==> src/rtl/toggle_period_meter.sv <==
// Measures period and high time of a toggling input in clk cycles and
// hands each result to a consumer through a valid/ack handshake.
module toggle_period_meter #(
   parameter int CNT_W   = 16,
   parameter int TIMEOUT = 1000
) (
   input  logic             clk,
   input  logic             reset,
   input  logic             q_in,
   input  logic             enable,
   output logic [CNT_W-1:0] period,
   output logic [CNT_W-1:0] high_time,
   output logic             period_valid,
   input  logic             period_ack,
   output logic             timeout,
   output logic             overrun
);

   typedef enum logic [1:0] {
      ST_IDLE    = 2'd0,
      ST_ARM     = 2'd1,
      ST_MEASURE = 2'd2
   } state_t;

   localparam logic [CNT_W-1:0] CNT_ZERO  = {CNT_W{1'b0}};
   localparam logic [CNT_W-1:0] CNT_ONE   = {{(CNT_W-1){1'b0}}, 1'b1};
   localparam logic [CNT_W-1:0] TIMEOUT_C = CNT_W'(TIMEOUT);

   state_t           state_q;
   logic             q_dly_q;
   logic [CNT_W-1:0] cnt_q;
   logic [CNT_W-1:0] hi_cnt_q;
   logic [CNT_W-1:0] period_q;
   logic [CNT_W-1:0] high_time_q;
   logic             valid_q;
   logic             timeout_q;
   logic             overrun_q;
   logic             rise;

   assign rise = q_in & ~q_dly_q;

   // Measurement FSM, counters, result registers and sticky flags
   always_ff @(posedge clk) begin
      if (reset) begin
         state_q     <= ST_IDLE;
         q_dly_q     <= 1'b0;
         cnt_q       <= CNT_ZERO;
         hi_cnt_q    <= CNT_ZERO;
         period_q    <= CNT_ZERO;
         high_time_q <= CNT_ZERO;
         valid_q     <= 1'b0;
         timeout_q   <= 1'b0;
         overrun_q   <= 1'b0;
      end else begin
         q_dly_q <= q_in;
         // An ack retires the pending result unless a new one is loaded below
         if (valid_q && period_ack) begin
            valid_q <= 1'b0;
         end
         if (!enable) begin
            state_q   <= ST_IDLE;
            cnt_q     <= CNT_ZERO;
            hi_cnt_q  <= CNT_ZERO;
            timeout_q <= 1'b0;
            overrun_q <= 1'b0;
         end else begin
            case (state_q)
               ST_IDLE: begin
                  cnt_q    <= CNT_ZERO;
                  hi_cnt_q <= CNT_ZERO;
                  state_q  <= ST_ARM;
               end
               ST_ARM: begin
                  if (rise) begin
                     cnt_q    <= CNT_ONE;
                     hi_cnt_q <= CNT_ONE;
                     state_q  <= ST_MEASURE;
                  end else begin
                     cnt_q    <= CNT_ZERO;
                     hi_cnt_q <= CNT_ZERO;
                  end
               end
               ST_MEASURE: begin
                  if (rise) begin
                     cnt_q    <= CNT_ONE;
                     hi_cnt_q <= CNT_ONE;
                     if (!valid_q || period_ack) begin
                        period_q    <= cnt_q;
                        high_time_q <= hi_cnt_q;
                        valid_q     <= 1'b1;
                     end else begin
                        overrun_q <= 1'b1;
                     end
                  end else if (cnt_q == TIMEOUT_C) begin
                     timeout_q <= 1'b1;
                     cnt_q     <= CNT_ZERO;
                     hi_cnt_q  <= CNT_ZERO;
                     state_q   <= ST_ARM;
                  end else begin
                     cnt_q    <= cnt_q + CNT_ONE;
                     hi_cnt_q <= hi_cnt_q + CNT_W'(q_in);
                  end
               end
               default: begin
                  state_q  <= ST_IDLE;
                  cnt_q    <= CNT_ZERO;
                  hi_cnt_q <= CNT_ZERO;
               end
            endcase
         end
      end
   end

   assign period       = period_q;
   assign high_time    = high_time_q;
   assign period_valid = valid_q;
   assign timeout      = timeout_q;
   assign overrun      = overrun_q;

endmodule

==> config.mk <==
export PLATFORM = sky130hd
export DESIGN_NAME = toggle_period_meter
export DESIGN_NICKNAME = d
export VERILOG_FILES = /design/src/rtl/toggle_period_meter.sv
export SDC_FILE = /design/constraint.sdc
export NUM_CORES = 1
export LEC_CHECK = 0
export ABC_AREA = 1
export ABC_CLOCK_PERIOD_IN_PS = 1950
export CAP_MARGIN = 20
export CORE_UTILIZATION = 47
export CTS_CLUSTER_SIZE = 25
export DETAILED_ROUTE_END_ITERATION = 8
export PLACE_DENSITY = 0.71
export SLEW_MARGIN = 30
export SYNTH_ARGS = -nofsm -noshare
export SYNTH_HDL_FRONTEND = slang
export SYNTH_SLANG_ARGS = --single-unit
==> constraint.sdc <==
create_clock -name clk -period 1.95 [get_ports clk]
set_input_delay 0.39 -clock clk [delete_from_list [all_inputs] [get_ports clk]]
set_output_delay 0.39 -clock clk [all_outputs]
set_load 0.01 [all_outputs]
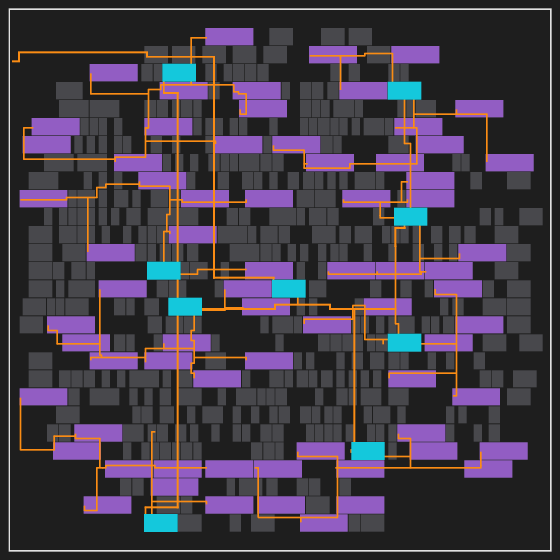
*Clock network drawn from the DEF*
[cyan] clock-net drivers | count: 9
[purple] flip-flops | count: 70
[orange] clock wires | length: 849 um
routed clock nets	10
flops lie	all over the die
Setup Skew: 6.55 ps
Clock Power Share: 36.8%

==> results.json <==
{
  "status": "complete, no violations",
  "fp_util_pct": 49.3,
  "n_antenna_cell": 0,
  "setup_violations": 0,
  "die_x_um": 81.5,
  "hold_buffers": 0,
  "crit_buf_inv": 1,
  "path_cells": "clkdlybuf4s50_1",
  "ys_seq_share_pct": 47.1,
  "synthCells": 387,
  "grt_overflow": 0,
  "routedWlPerCell_um": 12.2,
  "cp_top_family": "buffers and inverters",
  "grt_first_pass_wirelength_mm": 10.4,
  "htreeDepth": 3,
  "io_buffers": 39,
  "cts.clk_slew.worst_paths_ps": 70,
  "grt_pass1_vias": 2364,
  "fin_tns_setup_ps": 0,
  "layout.area.comb_um2": 1350,
  "hold_viol_final": 0,
  "ctsResizeCount": 0,
  "slew_viol_final": 0,
  "reg2reg_to": "hi_cnt_q[8]",
  "period_needed_ps": 1610,
  "pre_cts_slack_ps": -161,
  "first_pass_iters": 4,
  "power_per_cell_area_nw_per_um2": 696,
  "rsz0062_at_grt": "false",
  "antenna_found_initial": 0,
  "nets": 450,
  "p_seq_share_pct": 57.8,
  "slew_headroom_pct": 79.2,
  "leakage_nw": 1.36,
  "crit_path_start": "high_time[8]",
  "place_hpwl_mm": 4.48,
  "dpl_cell_area_um2": 3470,
  "ant_nets": 0,
  "critical_path_arrival_ps": 1220,
  "ys.flops": 70,
  "ys_area_um2": 2970,
  "cts_sinks": 70,
  "start_kind": "flip-flop",
  "postCtsSetupBuffers": 0,
  "critPathMaxFanout": 2,
  "drcViolationCount": 0,
  "crit_path_top_delay_cell": "clkdlybuf4s50_1",
  "worst_slew_pin_slew_ps": 309,
  "synth_nets": 400,
  "rows": 28,
  "swShare_pct": 23.0,
  "insertion_delay_ps": 340,
  "ios": 40,
  "final_cell_mix": "84 x nor2_1, 70 x dfxtp_1, 46 x nand2_1",
  "cp_num_cells": 1,
  "root_buffer": "clkbuf_8",
  "worstHoldPathType": "flip-flop to flip-flop",
  "r2r_setup_slack_ps": 440,
  "die_area_um2": 6650,
  "drt_iter0_drc": 157,
  "globalRouteTotalUtil_pct": 20.9,
  "vdd_drop_max_v": 0.000400,
  "fin_ws_ps": 339,
  "cts_tree": "built",
  "syn-mean-instance-area_um2": 7.68,
  "power.switching_mw": 0.580,
  "grt_max_degree": 33,
  "required_ps": 1560,
  "vias": 2556,
  "yosysCellCount": 387,
  "fin_crit_sh_pct": 82.6,
  "ff2ff_path_depth": 10
}
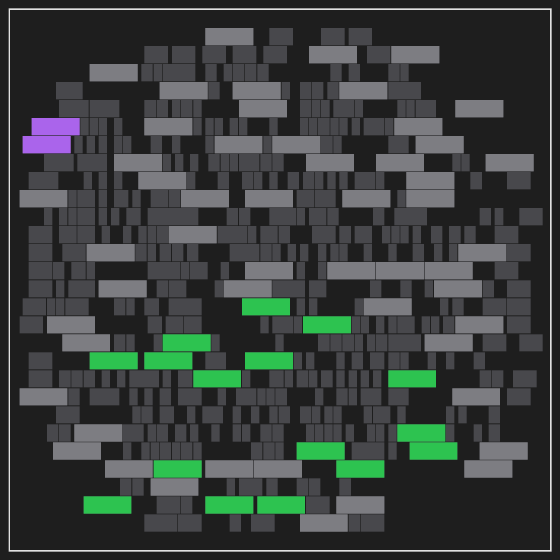
*Sequential cells colored by netlist name*
Other sequential cells in the stronger gray, the rest of the logic in the fainter gray.
color	netlist name	placed flops
green	`cnt_q`	16
purple	`state_q`	2
register area: 1400 um^2
Seq/total area: 38.7%
P_seq: 1.46 mW

## cell usage after synthesis
| library cell | instances | area [um^2] |
|---|---|---|
| a21oi_1 | 24 | 120 |
| a31oi_1 | 1 | 6.26 |
| buf_2 | 5 | 25.0 |
| buf_4 | 2 | 15.0 |
| buf_6 | 2 | 22.5 |
| clkbuf_1 | 3 | 11.3 |
| dfxtp_1 | 70 | 1400 |
| ha_1 | 8 | 100 |
| inv_1 | 37 | 139 |
| inv_2 | 3 | 11.3 |
| nand2_1 | 46 | 173 |
| nand2_2 | 3 | 18.8 |
| nand3_1 | 16 | 80.1 |
| nand3_2 | 1 | 10.0 |
| nand3b_1 | 1 | 7.51 |
| nand4_1 | 2 | 12.5 |
| nand4_4 | 1 | 21.3 |
| nor2_1 | 84 | 315 |
| nor2_2 | 3 | 18.8 |
| nor2_4 | 3 | 33.8 |
| nor3_1 | 16 | 80.1 |
| nor3_2 | 2 | 20.0 |
| nor3b_1 | 2 | 15.0 |
| o21ai_0 | 37 | 185 |
| o21bai_1 | 1 | 7.51 |
| xnor2_1 | 2 | 17.5 |
| xor2_1 | 12 | 105 |
## area by class of cell
cell class | instances | area share (%)
Sequential cell | 70 | 38.7
Multi-Input combinational cell | 265 | 37.2
Timing Repair Buffer | 51 | 13.3
Inverter | 40 | 4.15
Clock buffer | 10 | 3.53
Tap cell | 75 | 2.59
Clock inverter | 3 | 0.415
## worst reg2reg max path: stages, from the launching register on
cell and delay [ps]:
dfxtp_1 330, ha_1 170, ha_1 160, nand2_1 50, inv_1 70, nand2_1 110, nor2_4 130, nand2_1 90
o21ai_0 130, o21ai_0 110, nor2_1 100
## cell families after synthesis
kind of cell | after synthesis | synth area share (%)
AOI/OAI and AO/OA | 63 | 10.7
xor gates and xnor gates | 14 | 4.12
adders and majority gates | 8 | 3.37
buffers and inverters | 52 | 7.53
DFF | 70 | 47.1
and+or+nand+nor | 180 | 27.1
## power by group through the flow
stage | combinational, mW | sequential [mW] | clock (mW)
6_report | 0.135 | 1.46 | 0.927
5_1_grt | 0.150 | 1.46 | 1.02
4_1_cts | 0.135 | 1.46 | 0.957
3_5_place_dp | 0.134 | 1.49 | 0
3_3_place_gp | 0.130 | 1.49 | 0
2_1_floorplan | 0.0741 | 1.49 | 0
## sequential cells by signal (all words and copies together) (netlist names)
register and count:
cnt_q 16, hi_cnt_q 16, high_time 16, period 16, state_q 2, overrun 1, period_valid 1, q_dly_q 1
timeout 1
## metal layers
| metal | track usage [%] | vias to the layer above | routed length (um) |
|---|---|---|---|
| met5 | 0 | - | 0 |
| met4 | 12.9 | 0 | 132 |
| met3 | 3.67 | 10 | 238 |
| met2 | 31.2 | 53 | 2750 |
| met1 | 27.9 | 1154 | 3160 |
| li1 | - | 1339 | - |
## worst min-delay path by stage
stage / from / cells after the start / slack (ps) / end
floorplan: hi_cnt_q[8] / 2 / 460 / high_time[8]
global placement: timeout / 2 / 450 / timeout
detailed placement: timeout / 2 / 450 / timeout
CTS: timeout / 2 / 470 / timeout
global route: timeout / 2 / 480 / timeout
finish: timeout / 2 / 470 / timeout
## metrics by stage
stage,hold WS (ps),cells
floorplan,459,387
global placement,450,501
detailed placement,455,501
CTS,468,514
global route,479,514
finish,466,514
No activity file was given, so power comes from the tool's default toggle rates.
